**src/rtl/mem_port_arbiter.sv**
```systemverilog
// rtl/mem_port_arbiter.sv - IF/DM arbiter for the shared single-port unified memory
module mem_port_arbiter #(
  parameter int MAX_DM_RUN = 4
) (
  input  logic clk,
  input  logic rst,
  input  logic if_req,
  input  logic dm_req,
  input  logic dm_we,
  input  logic mem_ready,
  output logic addr_sel,
  output logic mem_req,
  output logic mem_we,
  output logic if_done,
  output logic dm_done,
  output logic if_stall,
  output logic dm_stall
);

  typedef enum logic [1:0] {
    IDLE    = 2'd0,
    BUSY_IF = 2'd1,
    BUSY_DM = 2'd2
  } state_t;

  localparam logic [3:0] RUN_MAX = 4'(MAX_DM_RUN);

  state_t     state, state_nxt;
  logic [3:0] dm_run, dm_run_nxt;
  logic       we_q, we_nxt;
  logic       busy_if, busy_dm;
  logic       arb, if_want, dm_want, dm_win;

  assign busy_if = (state == BUSY_IF);
  assign busy_dm = (state == BUSY_DM);

  always_ff @(posedge clk) begin
    if (rst) begin
      state  <= IDLE;
      dm_run <= 4'd0;
      we_q   <= 1'b0;
    end else begin
      state  <= state_nxt;
      dm_run <= dm_run_nxt;
      we_q   <= we_nxt;
    end
  end

  // The unused encoding behaves like IDLE so the FSM can never lock up.
  always_comb begin
    state_nxt  = state;
    dm_run_nxt = dm_run;
    we_nxt     = we_q;
    arb        = (~busy_if & ~busy_dm) | mem_ready;
    if_want    = if_req & ~busy_if;
    dm_want    = dm_req & ~busy_dm;
    dm_win     = dm_want & (~if_want | (dm_run < RUN_MAX));
    if (arb) begin
      if (dm_win) begin
        state_nxt = BUSY_DM;
        we_nxt    = dm_we;
        if (if_want)
          dm_run_nxt = (dm_run < RUN_MAX) ? dm_run + 4'd1 : dm_run;
        else
          dm_run_nxt = 4'd0;
      end else if (if_want) begin
        state_nxt  = BUSY_IF;
        dm_run_nxt = 4'd0;
      end else begin
        state_nxt = IDLE;
      end
    end
  end

  assign addr_sel = busy_dm;
  assign mem_req  = busy_if | busy_dm;
  assign mem_we   = busy_dm & we_q;
  assign if_done  = busy_if & mem_ready;
  assign dm_done  = busy_dm & mem_ready;
  assign if_stall = if_req & ~if_done;
  assign dm_stall = dm_req & ~dm_done;

endmodule

```
**config.mk**
```make
export PLATFORM = sky130hd
export DESIGN_NAME = mem_port_arbiter
export DESIGN_NICKNAME = d
export VERILOG_FILES = /design/src/rtl/mem_port_arbiter.sv
export SDC_FILE = /design/constraint.sdc
export NUM_CORES = 1
export LEC_CHECK = 0
export ABC_AREA = 1
export CORE_AREA = 2 2 39 41
export CTS_BUF_LIST = sky130_fd_sc_hd__clkbuf_8 sky130_fd_sc_hd__clkbuf_16
export CTS_CLUSTER_DIAMETER = 120
export DETAILED_ROUTE_END_ITERATION = 10
export DIE_AREA = 0 0 41 43
export GPL_TIMING_DRIVEN = 1
export PLACE_DENSITY_LB_ADDON = 0.05
export SLEW_MARGIN = 20
export SYNTH_ARGS = -nofsm -noshare
export SYNTH_HDL_FRONTEND = slang
export SYNTH_SLANG_ARGS = --single-unit
```
**constraint.sdc**
```tcl
create_clock -name clk -period 1.1 [get_ports clk]
set_input_delay 0.22 -clock clk [delete_from_list [all_inputs] [get_ports clk]]
set_output_delay 0.22 -clock clk [all_outputs]
set_load 0.02 [all_outputs]
```
**Cell classes on the final placement**

Fill, decap, tap and diode cells in gray.
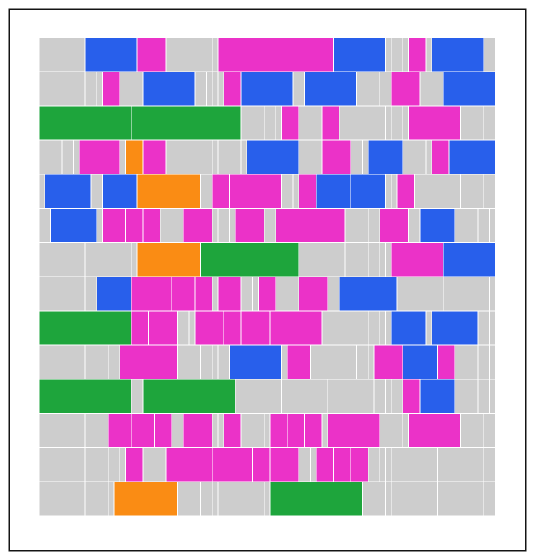
orange -> clock drivers and dummy loads  # cells 4, share of their area 5.7%
magenta -> combinational and other logic  # cells 60, share of their area 47%
green -> sequential cells  # cells 7, share of their area 18%
blue -> remaining buffers and delay cells  # cells 24, share of their area 29%

**Signal wires by layer**

Two of the layers only.
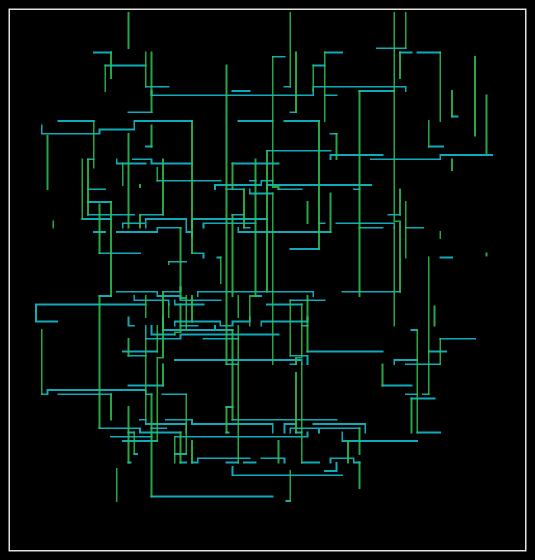
cyan -> metal 1  # wire length 441 µm
green -> metal 2  # wire length 445 µm
per-cell routed wire length: 8.67 µm
WL final: 962 µm
Global Route Usage Sum: 13.7%

**Gate-type map**

Bar = 10 µm.
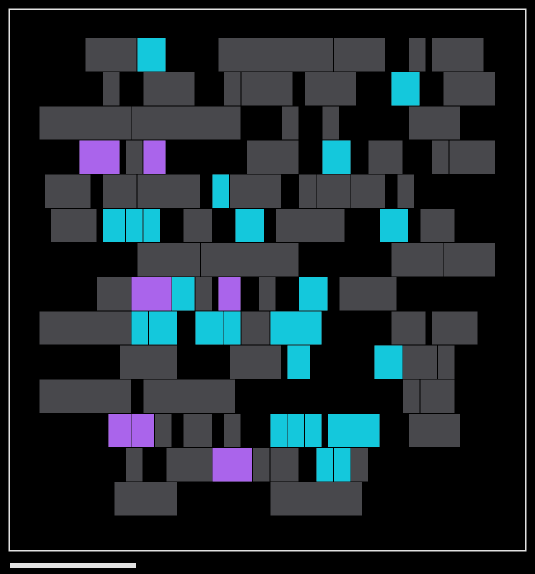
purple -> aoi and oai cells  # cells 7
cyan -> nand cells  # cells 24
most frequent logic cell in the layout: inv_2
Comb area share: 37.2%

==> flow_metrics.env <==
# implementation run metrics
export IMPL_status="complete, but fails checks"
export IMPL_violations="setup timing"
export IMPL_fin_cells=111
export IMPL_path_delay_family="flip-flops"
export IMPL_io_pins=13
export IMPL_critical_path_startpoint="state[1]$_SDFFE_PP0P_"
export IMPL_maxCapViolCount=0
export IMPL_grt_first_pass_wirelength_um=1570
export IMPL_slowest_delay_ns=0.36
export IMPL_drtAntennaViolNets=0
export IMPL_synth_seq_cells=7
export IMPL_maxSlewHeadroom_pct=88.8
export IMPL_min_period_over_period_pct=119
export IMPL_dr_total_vias=470
export IMPL_synth_distinct_cells=16
export IMPL_hold_path_class="flip-flop to flip-flop"
export IMPL_ir_drop_v=0.000665
export IMPL_hp_start="dm_run[3]$_SDFFE_PP0P_"
export IMPL_antenna_found_initial=0
export IMPL_hold_violations=0
export IMPL_grt_pass1_vias=400
export IMPL_grt_ovfl_total=0
export IMPL_pwr_share_comb_pct=32.7
export IMPL_cts_htree_levels=1
export IMPL_synth_cell_area_um2=440
export IMPL_place_congestion=0.738
export IMPL_postLayoutCoreUtil_pct=59.0
export IMPL_syn_area_per_cell_um2=6.57
export IMPL_die_area_um2=1760
export IMPL_tightest_slew_ns=0.168
export IMPL_path_class="flip-flop to output pin"
export IMPL_startpoint_type="flip-flop"
export IMPL_clock_path_buffers=2
export IMPL_leakagePower_nw=0.405
export IMPL_power_switching_mw=0.269
export IMPL_p_int_mw=0.665
export IMPL_path_clk_slew_ns=0.04
export IMPL_arrival_ns=1.09
export IMPL_fin_crit_ns=1.31
export IMPL_crit_slowest_cell="dfxtp_4"
export IMPL_syn_to_final_growth_pct=85.5
export IMPL_drive_above_1_share_pct=64.2
export IMPL_nNetsFinal=105
export IMPL_openroad_warnings=29
export IMPL_numPortBuffers=12
export IMPL_fp_row_count=14
export IMPL_cts_tree="built"
export IMPL_fmax_mhz=762
export IMPL_core_um2=1380
export IMPL_crit_chain="inv_2, ha_2, nand2_2, inv_2, nor2_4, buf_6"
export IMPL_p_clk_share_pct=37.4
export IMPL_fin_worst_skew_ns=0.000466
export IMPL_cts_hold_buf=0
export IMPL_yosys_warnings=0
export IMPL_cp_num_buf_inv=3
export IMPL_cp_end_kind="output pin"
export IMPL_final_seq_area_um2=145
export IMPL_yosys_stat_cells=67
export IMPL_r2r_start="state[0]$_SDFFE_PP0P_"
export IMPL_hold_ws_ns=0.455
export IMPL_drt_vias_per_instance=4.23
export IMPL_die_h_um=43
export IMPL_initial_core_util_pct=31.8
export IMPL_crit_path_frequent_cell="inv_2"
export IMPL_p_seq_share_pct=29.9
export IMPL_crit_required_ns=0.88
export IMPL_clkLatencyLatePin_ns=0.22
export IMPL_firstDrtPassIters=4
export IMPL_cts_buffers=3
export IMPL_post_place_ws_ns=-0.604
export IMPL_slew_viol_final=0
export IMPL_dp_cells=105
export IMPL_worst_slack_ns=-0.212
export IMPL_syn_inst=67
export IMPL_die_x_um=41
export IMPL_p_sw_share_pct=28.8
export IMPL_setup_viol=14
export IMPL_drtIter0Drc=4
export IMPL_fillCellCount=139
export IMPL_grt_max_degree=6
export IMPL_synth_yosys_seq_area_share_pct=31.8
export IMPL_rsz0062_at_grt="yes"
export IMPL_power_density_nw_per_um2=1140
export IMPL_worst_path_max_fanout=3
export IMPL_synth_nets=76
export IMPL_cts_root_buf="clkbuf_8"
export IMPL_clock_sinks=7
export IMPL_n_antenna_cell=0
export IMPL_comb_area_um2=304
export IMPL_dp_hpwl_um=728
export IMPL_drc=0
export IMPL_ys_area_um2=440
==> power by group through the flow <==
stage | logic [mW] | registers (mW) | clock network, mW
finish | 0.305 | 0.279 | 0.349
global route | 0.331 | 0.280 | 0.376
CTS | 0.285 | 0.280 | 0.359
detailed placement | 0.249 | 0.283 | 0
global placement | 0.249 | 0.283 | 0
floorplan | 0.146 | 0.281 | 0
==> worst paths after layout <==
kind | to | slack (ns) | cells after the start
worst max register to register | dm_run[2]$_SDFFE_PP0P_ | -0.18 | 9
worst min-delay path | dm_run[3]$_SDFFE_PP0P_ | 0.45 | 2
worst max-delay path | if_stall | -0.21 | 6
worst min register to register | dm_run[3]$_SDFFE_PP0P_ | 0.45 | 2
==> worst min-delay path, cell delays in order (launching register included) <==
cell and delay [ns]:
dfxtp_1 0.29, inv_1 0.08, nor3_2 0.05
==> synth_stat cells <==
cell	instances	area [µm²]
o21ai_1	1	5.00
inv_1	12	45.0
nor2_2	3	18.8
nand2_1	16	60.1
nor3_1	1	5.00
nor2_4	1	11.3
nor2_1	3	11.3
ha_1	3	37.5
dfxtp_1	7	140
a21oi_2	1	8.76
o21ai_2	1	8.76
nand3_1	3	15.0
nand4_1	1	6.26
inv_2	6	22.5
nand2_2	4	25.0
a21oi_1	4	20.0
==> logic make-up after synthesis <==
group,count (synthesis),share of synthesized area (%)
adders and majority gates,3,8.52
AOI/OAI and AO/OA,7,9.66
buffers and inverters,18,15.3
and+or+nand+nor,32,34.7
DFF,7,31.8
==> cells in the final DEF (no fill, tap or decap) <==
cell,n
nor3_2,1
buf_6,10
ha_4,1
inv_2,13
nand2_4,2
nand2_2,8
inv_4,1
nand4_1,1
clkbuf_8,3
dfxtp_1,5
clkdlybuf4s50_1,4
a21oi_1,3
ha_2,1
nand3_1,3
nand2_1,10
ha_1,1
nor2_2,3
o21ai_1,1
dlymetal6s2s_1,1
o21ai_2,1
dfxtp_2,1
dfxtp_4,1
buf_4,9
inv_1,5
a21oi_2,2
nor2_4,4
==> layout make-up <==
type,instances,share of cell area [%]
multi-input cells,42,37.2
repair buffers,24,28.5
flip-flops and latches,7,17.8
inverters,18,8.58
clock buffers,3,5.05
well taps,16,2.45
clock inverters,1,0.459
==> state kept, by name (all words and copies together) (netlist names) <==
| signal | cells |
|---|---|
| we_q | 1 |
| dm_run | 4 |
| state | 2 |
==> through the flow <==
step                      total power [mW]  TNS (ns)  cell area, µm²
after CTS                            0.924     -2.23             782
after global placement               0.533     -5.56             691
after floorplan                      0.427         0             475
after detailed placement             0.533     -5.59             691
after global routing                 0.987     -2.92             817
final                                0.934     -2.18             817
==> per-layer routing <==
layer	vias up	share of wire (%)	global-route usage, %
li1	258	-	-
met1	195	46	18.1
met2	12	46	17.5
met3	5	4.7	3.14
met4	0	3.1	12.0
met5	-	0	0
==> timing repair <==
item / CTS / global route
cloned: 0 / 0
pin swaps: 7 / 7
gates resized: 55 / 9
endpoints found under the setup margin: 14 / 14
endpoints found under the hold margin: 0 / 0
buffers inserted: 1 / 1
Power figures rest on the tool's default switching activity, not on a simulated workload.
